**config.mk**
```make
export PLATFORM = sky130hd
export DESIGN_NAME = timer_cuenta_regresiva_flat
export DESIGN_NICKNAME = d
export VERILOG_FILES = /design/src/rtl/timer_cuenta_regresiva_if.sv /design/src/rtl/timer_cuenta_regresiva.sv /design/src/flat_wrapper.sv
export SDC_FILE = /design/constraint.sdc
export NUM_CORES = 1
export LEC_CHECK = 0
export CORE_ASPECT_RATIO = 0.5
export CORE_MARGIN = 4
export CORE_UTILIZATION = 43
export CTS_CLUSTER_DIAMETER = 100
export DETAILED_ROUTE_END_ITERATION = 7
export PLACE_DENSITY = 0.74
export SLEW_MARGIN = 10
export SYNTH_ARGS = -nofsm -noshare
export SYNTH_HDL_FRONTEND = slang
export SYNTH_SLANG_ARGS = --single-unit
```
**constraint.sdc**
```tcl
create_clock -name clk -period 4.31 [get_ports clk]
set_clock_uncertainty 0.15 [all_clocks]
set_input_delay 0.431 -clock clk [delete_from_list [all_inputs] [get_ports clk]]
set_output_delay 0.431 -clock clk [all_outputs]
set_load 0.02 [all_outputs]
```
**src/rtl/timer_cuenta_regresiva_if.sv**
```systemverilog
// Control/data bundle between the RTC control logic (master) and the countdown timer (slave).
interface timer_cuenta_regresiva_if;
    logic       tick_1hz;
    logic       load;
    logic [7:0] load_hh;
    logic [7:0] load_mm;
    logic [7:0] load_ss;
    logic       start;
    logic       stop;
    logic       ack_alarma;
    logic [7:0] timer_hh;
    logic [7:0] timer_mm;
    logic [7:0] timer_ss;
    logic       activar_alarma;
    logic       running;
    logic       load_err;

    modport master (
        output tick_1hz, load, load_hh, load_mm, load_ss, start, stop, ack_alarma,
        input  timer_hh, timer_mm, timer_ss, activar_alarma, running, load_err
    );

    modport slave (
        input  tick_1hz, load, load_hh, load_mm, load_ss, start, stop, ack_alarma,
        output timer_hh, timer_mm, timer_ss, activar_alarma, running, load_err
    );
endinterface

```
**src/rtl/timer_cuenta_regresiva.sv**
```systemverilog
// BCD hh:mm:ss countdown timer with alarm ring for the RTC display.
// Define TIMER_AUTORELOAD_EN to reload the last loaded value and keep running after the ring.
module timer_cuenta_regresiva #(
    parameter int unsigned MAX_HOURS    = 23,
    parameter int unsigned RING_SECONDS = 10
) (
    input  logic                     clk,
    input  logic                     reset,
    timer_cuenta_regresiva_if.slave  bus
);

    typedef enum logic [1:0] {StIdle, StRun, StPause, StRing} state_e;

    localparam logic [7:0] RingLast = 8'(RING_SECONDS - 1);

    state_e      state_q, state_d;
    logic [23:0] value_q, value_d;
    logic [7:0]  ring_cnt_q, ring_cnt_d;
    logic        load_err_q, load_err_d;
    logic        alarm_q;
    logic        running_q;

    logic [23:0] load_value;
    logic [23:0] dec_value;
    logic        load_ok;

    function automatic logic [23:0] dec_time(input logic [23:0] t);
        logic [3:0] h1, h0, m1, m0, s1, s0;
        {h1, h0, m1, m0, s1, s0} = t;
        if (t != 24'h0) begin
            if (s0 != 4'd0) begin
                s0 = s0 - 4'd1;
            end else if (s1 != 4'd0) begin
                s1 = s1 - 4'd1;
                s0 = 4'd9;
            end else begin
                s1 = 4'd5;
                s0 = 4'd9;
                if (m0 != 4'd0) begin
                    m0 = m0 - 4'd1;
                end else if (m1 != 4'd0) begin
                    m1 = m1 - 4'd1;
                    m0 = 4'd9;
                end else begin
                    m1 = 4'd5;
                    m0 = 4'd9;
                    // Non-zero value with mm:ss at zero guarantees hours are non-zero here.
                    if (h0 != 4'd0) begin
                        h0 = h0 - 4'd1;
                    end else if (h1 != 4'd0) begin
                        h1 = h1 - 4'd1;
                        h0 = 4'd9;
                    end
                end
            end
        end
        return {h1, h0, m1, m0, s1, s0};
    endfunction

    function automatic logic valid_time(input logic [23:0] t);
        logic [3:0]  h1, h0, m1, m0, s1, s0;
        int unsigned hrs;
        {h1, h0, m1, m0, s1, s0} = t;
        hrs = 32'(h1) * 32'd10 + 32'(h0);
        return (h1 <= 4'd9) && (h0 <= 4'd9) && (m1 <= 4'd5) && (m0 <= 4'd9) &&
               (s1 <= 4'd5) && (s0 <= 4'd9) && (hrs <= MAX_HOURS);
    endfunction

    assign load_value = {bus.load_hh, bus.load_mm, bus.load_ss};
    assign load_ok    = valid_time(load_value);
    assign dec_value  = dec_time(value_q);

`ifdef TIMER_AUTORELOAD_EN
    // Last accepted load; only needed when the ring hands back to a fresh countdown.
    logic [23:0] reload_q, reload_d;
`endif

    always_comb begin
        state_d    = state_q;
        value_d    = value_q;
        ring_cnt_d = ring_cnt_q;
        load_err_d = 1'b0;
`ifdef TIMER_AUTORELOAD_EN
        reload_d   = reload_q;
`endif

        unique case (state_q)
            StIdle, StPause: begin
                if (bus.load) begin
                    if (load_ok) begin
                        value_d = load_value;
`ifdef TIMER_AUTORELOAD_EN
                        reload_d = load_value;
`endif
                    end else begin
                        load_err_d = 1'b1;
                    end
                end else if (bus.start) begin
                    state_d = (value_q != 24'h0) ? StRun : StIdle;
                end
            end

            StRun: begin
                // A start while already running is a no-op but still outranks stop/tick.
                if (!bus.start) begin
                    if (bus.stop) begin
                        state_d = StPause;
                    end else if (bus.tick_1hz) begin
                        value_d = dec_value;
                        if (dec_value == 24'h0) begin
                            state_d    = StRing;
                            ring_cnt_d = 8'd0;
                        end
                    end
                end
            end

            StRing: begin
                if (bus.ack_alarma || (bus.tick_1hz && ring_cnt_q == RingLast)) begin
                    ring_cnt_d = 8'd0;
`ifdef TIMER_AUTORELOAD_EN
                    value_d = reload_q;
                    state_d = (reload_q != 24'h0) ? StRun : StIdle;
`else
                    value_d = 24'h0;
                    state_d = StIdle;
`endif
                end else if (bus.tick_1hz) begin
                    ring_cnt_d = ring_cnt_q + 8'd1;
                end
            end

            default: begin
                state_d = StIdle;
            end
        endcase
    end

    always_ff @(posedge clk or negedge reset) begin
        if (!reset) begin
            state_q    <= StIdle;
            value_q    <= 24'h0;
            ring_cnt_q <= 8'd0;
            load_err_q <= 1'b0;
            alarm_q    <= 1'b0;
            running_q  <= 1'b0;
        end else begin
            state_q    <= state_d;
            value_q    <= value_d;
            ring_cnt_q <= ring_cnt_d;
            load_err_q <= load_err_d;
            alarm_q    <= (state_d == StRing);
            running_q  <= (state_d == StRun);
        end
    end

`ifdef TIMER_AUTORELOAD_EN
    always_ff @(posedge clk or negedge reset) begin
        if (!reset) begin
            reload_q <= 24'h0;
        end else begin
            reload_q <= reload_d;
        end
    end
`endif

    assign bus.timer_hh       = value_q[23:16];
    assign bus.timer_mm       = value_q[15:8];
    assign bus.timer_ss       = value_q[7:0];
    assign bus.activar_alarma = alarm_q;
    assign bus.running        = running_q;
    assign bus.load_err       = load_err_q;

endmodule

```
**src/flat_wrapper.sv**
```systemverilog
// flat-port wrapper written by rule: the top's interface ports become plain ports
module timer_cuenta_regresiva_flat 
#(
    parameter int unsigned MAX_HOURS    = 23,
    parameter int unsigned RING_SECONDS = 10
)
  (clk, reset, bus_tick_1hz, bus_load, bus_load_hh, bus_load_mm, bus_load_ss, bus_start, bus_stop, bus_ack_alarma, bus_timer_hh, bus_timer_mm, bus_timer_ss, bus_activar_alarma, bus_running, bus_load_err);
  timer_cuenta_regresiva_if bus_i ();
  input  logic clk;
  input  logic reset;
  input wire logic [$bits(bus_i.tick_1hz)-1:0] bus_tick_1hz;
  input wire logic [$bits(bus_i.load)-1:0] bus_load;
  input wire logic [$bits(bus_i.load_hh)-1:0] bus_load_hh;
  input wire logic [$bits(bus_i.load_mm)-1:0] bus_load_mm;
  input wire logic [$bits(bus_i.load_ss)-1:0] bus_load_ss;
  input wire logic [$bits(bus_i.start)-1:0] bus_start;
  input wire logic [$bits(bus_i.stop)-1:0] bus_stop;
  input wire logic [$bits(bus_i.ack_alarma)-1:0] bus_ack_alarma;
  output wire logic [$bits(bus_i.timer_hh)-1:0] bus_timer_hh;
  output wire logic [$bits(bus_i.timer_mm)-1:0] bus_timer_mm;
  output wire logic [$bits(bus_i.timer_ss)-1:0] bus_timer_ss;
  output wire logic [$bits(bus_i.activar_alarma)-1:0] bus_activar_alarma;
  output wire logic [$bits(bus_i.running)-1:0] bus_running;
  output wire logic [$bits(bus_i.load_err)-1:0] bus_load_err;
  assign bus_i.tick_1hz = bus_tick_1hz;
  assign bus_i.load = bus_load;
  assign bus_i.load_hh = bus_load_hh;
  assign bus_i.load_mm = bus_load_mm;
  assign bus_i.load_ss = bus_load_ss;
  assign bus_i.start = bus_start;
  assign bus_i.stop = bus_stop;
  assign bus_i.ack_alarma = bus_ack_alarma;
  assign bus_timer_hh = bus_i.timer_hh;
  assign bus_timer_mm = bus_i.timer_mm;
  assign bus_timer_ss = bus_i.timer_ss;
  assign bus_activar_alarma = bus_i.activar_alarma;
  assign bus_running = bus_i.running;
  assign bus_load_err = bus_i.load_err;
  timer_cuenta_regresiva #(.MAX_HOURS(MAX_HOURS), .RING_SECONDS(RING_SECONDS)) u_core (.clk(clk), .reset(reset), .bus(bus_i));
endmodule
```
**Run 1: met1 routing**

Scale: 4 px per µm. Supply wires on this layer in grey.
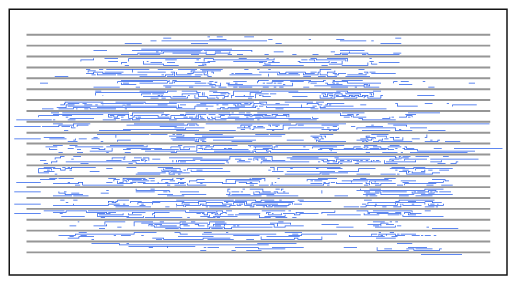
share of all routed wire: 47%
wire length on this layer: 4210 µm
nets with wire on the layer: 423
longest straight run: 37.3 µm
routed vias: 3124
DRT Wirelength: 9020 µm

**Run 1: met2 routing**

Scale: 3 px per µm. Cells faint in the background.
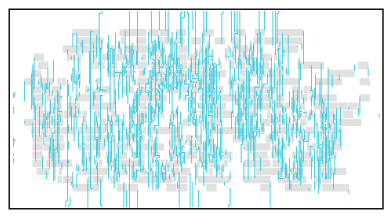
share of all routed wire: 44%
nets with wire on the layer: 393
longest straight run: 52.4 µm
main direction: vertical

**Run 1: M3 wires**

Scale: 4 px per µm.
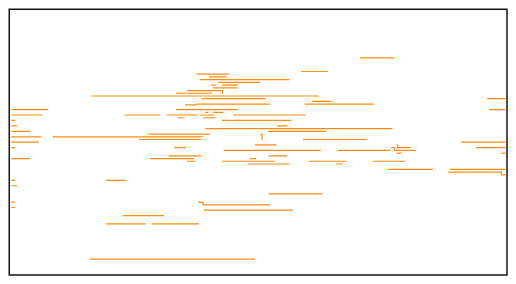
share of all routed wire: 8.8%
wire length on this layer: 791 µm

-- run 1: placed cells by master (no fill, tap or decap), drive strengths merged, types with 3 or more instances in the layout --
cell / n
or2: 3
and3: 3
a21oi: 20
o211ai: 3
a22oi: 8
a221oi: 4
dfrtp: 37
nand4: 5
mux2: 4
or4: 7
a211oi: 3
nand3b: 4
nor3: 12
nor2: 39
o22ai: 3
and2: 3
ha: 11
clkbuf: 7
o21a: 3
nor3b: 6
buf: 7
inv: 18
o31ai: 8
or3: 4
o21ai: 43
nand3: 12
nor4: 9
nand2: 33
clkdlybuf4s50: 56
a21o: 7
-- run 1: registers in the layout, indices dropped and copies added (netlist names) --
signal and cells:
u_core.bus.activar_alarma 1, u_core.bus.load_err 1, u_core.bus.running 1, u_core.value_q 24, u_core.ring_cnt_q 8, u_core.state_q 2
==> results.json, run 1 <==
{
  "num_antenna_cells": 0,
  "p_sw_share_pct": 47.1,
  "worstSkewPairLatency_ps": 290,
  "final_nets": 462,
  "clk_pin_slew_worst_paths_ps": 60,
  "p_comb_w": 0.00138,
  "yosysTopAreaCell": "dfrtp_1",
  "power.switching_w": 0.00118,
  "layout.cells.largest_class": "multi-input combinational cells",
  "vdd_drop_max_mv": 0.229,
  "top_cell": "o21ai_0",
  "drv_cap": 0,
  "internal-power_w": 0.00132,
  "synthArstFlopShare_pct": 100,
  "inv_count": 18,
  "dp_slack_ps": 510,
  "cp-start-kind": "flop",
  "nonClkBufAreaFrac_pct": 16.5,
  "seq_cells": 37,
  "cp_slowest_cell": "nor3b_1",
  "drt-vias-per-instance": 6.16,
  "rr_startpoint": "u_core.value_q[16]",
  "netlist_area_um2": 2900,
  "hold_viol_final": 0,
  "grt_overflow": 0,
  "topCombFamilyByArea": "AND-OR/OR-AND gates",
  "dieArea_um2": 8190,
  "grt_pass1_wl_um": 14900,
  "reg2reg_setup_slack_ps": 670,
  "dr.first_iter.drc_count": 383,
  "clkSinkCount": 37,
  "final_area_um2": 3740,
  "hold_buffers": 0,
  "slew_violations": 0,
  "cts_tree": "done",
  "fillers": 566,
  "met3_length_um": 791,
  "ys_ff": 37,
  "comb_area_share_pct": 49.2,
  "pwr-share-seq_pct": 26.8,
  "status": "completed",
  "drive_gt1_share_pct": 7.40
}
==> run 2, diff against run 1 <==
PLACE_DENSITY = 0.76   (was 0.74)
clock period = 3 ns   (was 4.31 ns; I/O delays follow)
**Run 2: met2 routing**

Scale: 3 px per µm. Cells faint in the background.
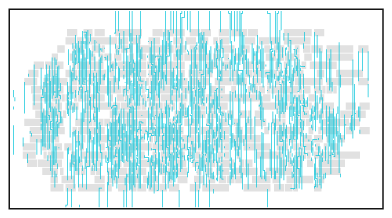
nets with wire on the layer: 479
main direction: vertical
share of all routed wire: 45%
wire length on this layer: 5190 µm

**Run 2: met1 routing**

Scale: 4 px per µm. Supply wires on this layer in grey.
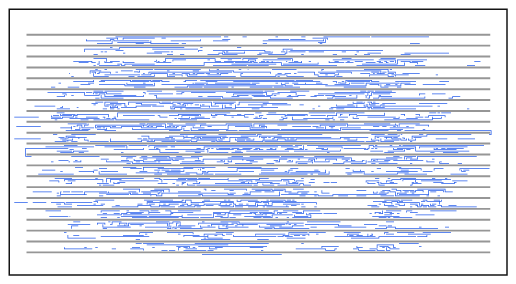
longest straight run: 35.9 µm
wire length on this layer: 5000 µm
main direction: horizontal

**Run 2: met4 routing**

Scale: 4 px per µm. Supply wires on this layer in grey.
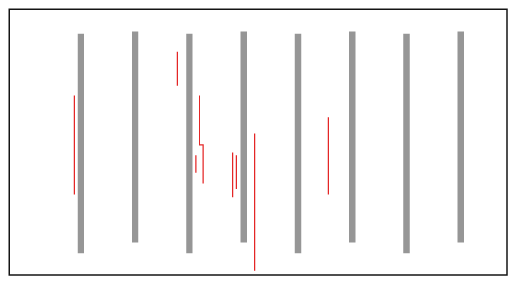
share of all routed wire: 1.1%
wire length on this layer: 132 µm
main direction: vertical
longest straight run: 34.0 µm
DRT Wirelength: 11500 µm
routed vias: 3561

==> results.json, run 2 <==
{
  "status": "finished with violations",
  "violations": "hold timing, setup timing",
  "slew_violations": 0,
  "worstSkewPairLatency_ps": 290,
  "dr.first_iter.drc_count": 375,
  "use_met2_pct": 40.7,
  "hold_buffers": 0,
  "grt_overflow": 0,
  "grt_pass1_wl_um": 16700,
  "worst_hold_slack_ps": -14.6,
  "final_area_um2": 4580,
  "mostFrequentLayoutCells": "buf_4, clkdlybuf4s50_1, nor2_1, nand2_1, dfrtp_1",
  "ios": 58,
  "p_sw_share_pct": 46.2,
  "cts_tree": "done",
  "vdd_drop_max_mv": 0.370,
  "p_comb_w": 0.00313,
  "final_nets": 542,
  "fin_ws_ps": -277,
  "drv_cap": 0,
  "use_met1_pct": 36.7,
  "clk_pin_slew_worst_paths_ps": 60,
  "drt-vias-per-instance": 6.07,
  "regMostFlops": "u_core.value_q",
  "fin_crit_sh_pct": 109,
  "setup_viol": 11,
  "num_antenna_cells": 0,
  "yosysTopAreaCell": "dfrtp_1",
  "layout_top_cell": "buf_4",
  "largestRegisters": "u_core.value_q x24, u_core.ring_cnt_q x8, u_core.state_q x2",
  "reg2reg_setup_slack_ps": -280,
  "power_leader": "combinational logic",
  "largest_register_ffs": 24,
  "drive_gt1_share_pct": 27.3,
  "internal-power_w": 0.00241,
  "dp_slack_ps": -427,
  "dieArea_um2": 8190,
  "hold_viol_final": 19,
  "synthArstFlopShare_pct": 100,
  "netlist_area_um2": 2900,
  "top_cell": "o21ai_0",
  "clkSinkCount": 37,
  "pwr-share-seq_pct": 18.1
}
==> run 2: cell type report <==
type,instances,area [µm²],area share [%]
clock buffer,8,146,3.20
inverter,18,67.6,1.48
multi-input combinational,292,2000,43.6
sequential,37,931,20.3
tap,88,110,2.41
timing repair buffer,144,1320,28.9
==> run 2: logic make-up (layout without fill, tap and decap cells) <==
group | Yosys count | after routing | synth area share (%)
simple gates | 148 | 148 | 26.3
xor+xnor | 2 | 2 | 0.605
fa+ha+maj | 13 | 13 | 6.13
flops | 37 | 37 | 32.0
mux | 6 | 6 | 2.38
compound gates | 123 | 123 | 28.0
buf+inv | 34 | 170 | 4.67
No activity file was given, so power comes from the tool's default toggle rates.
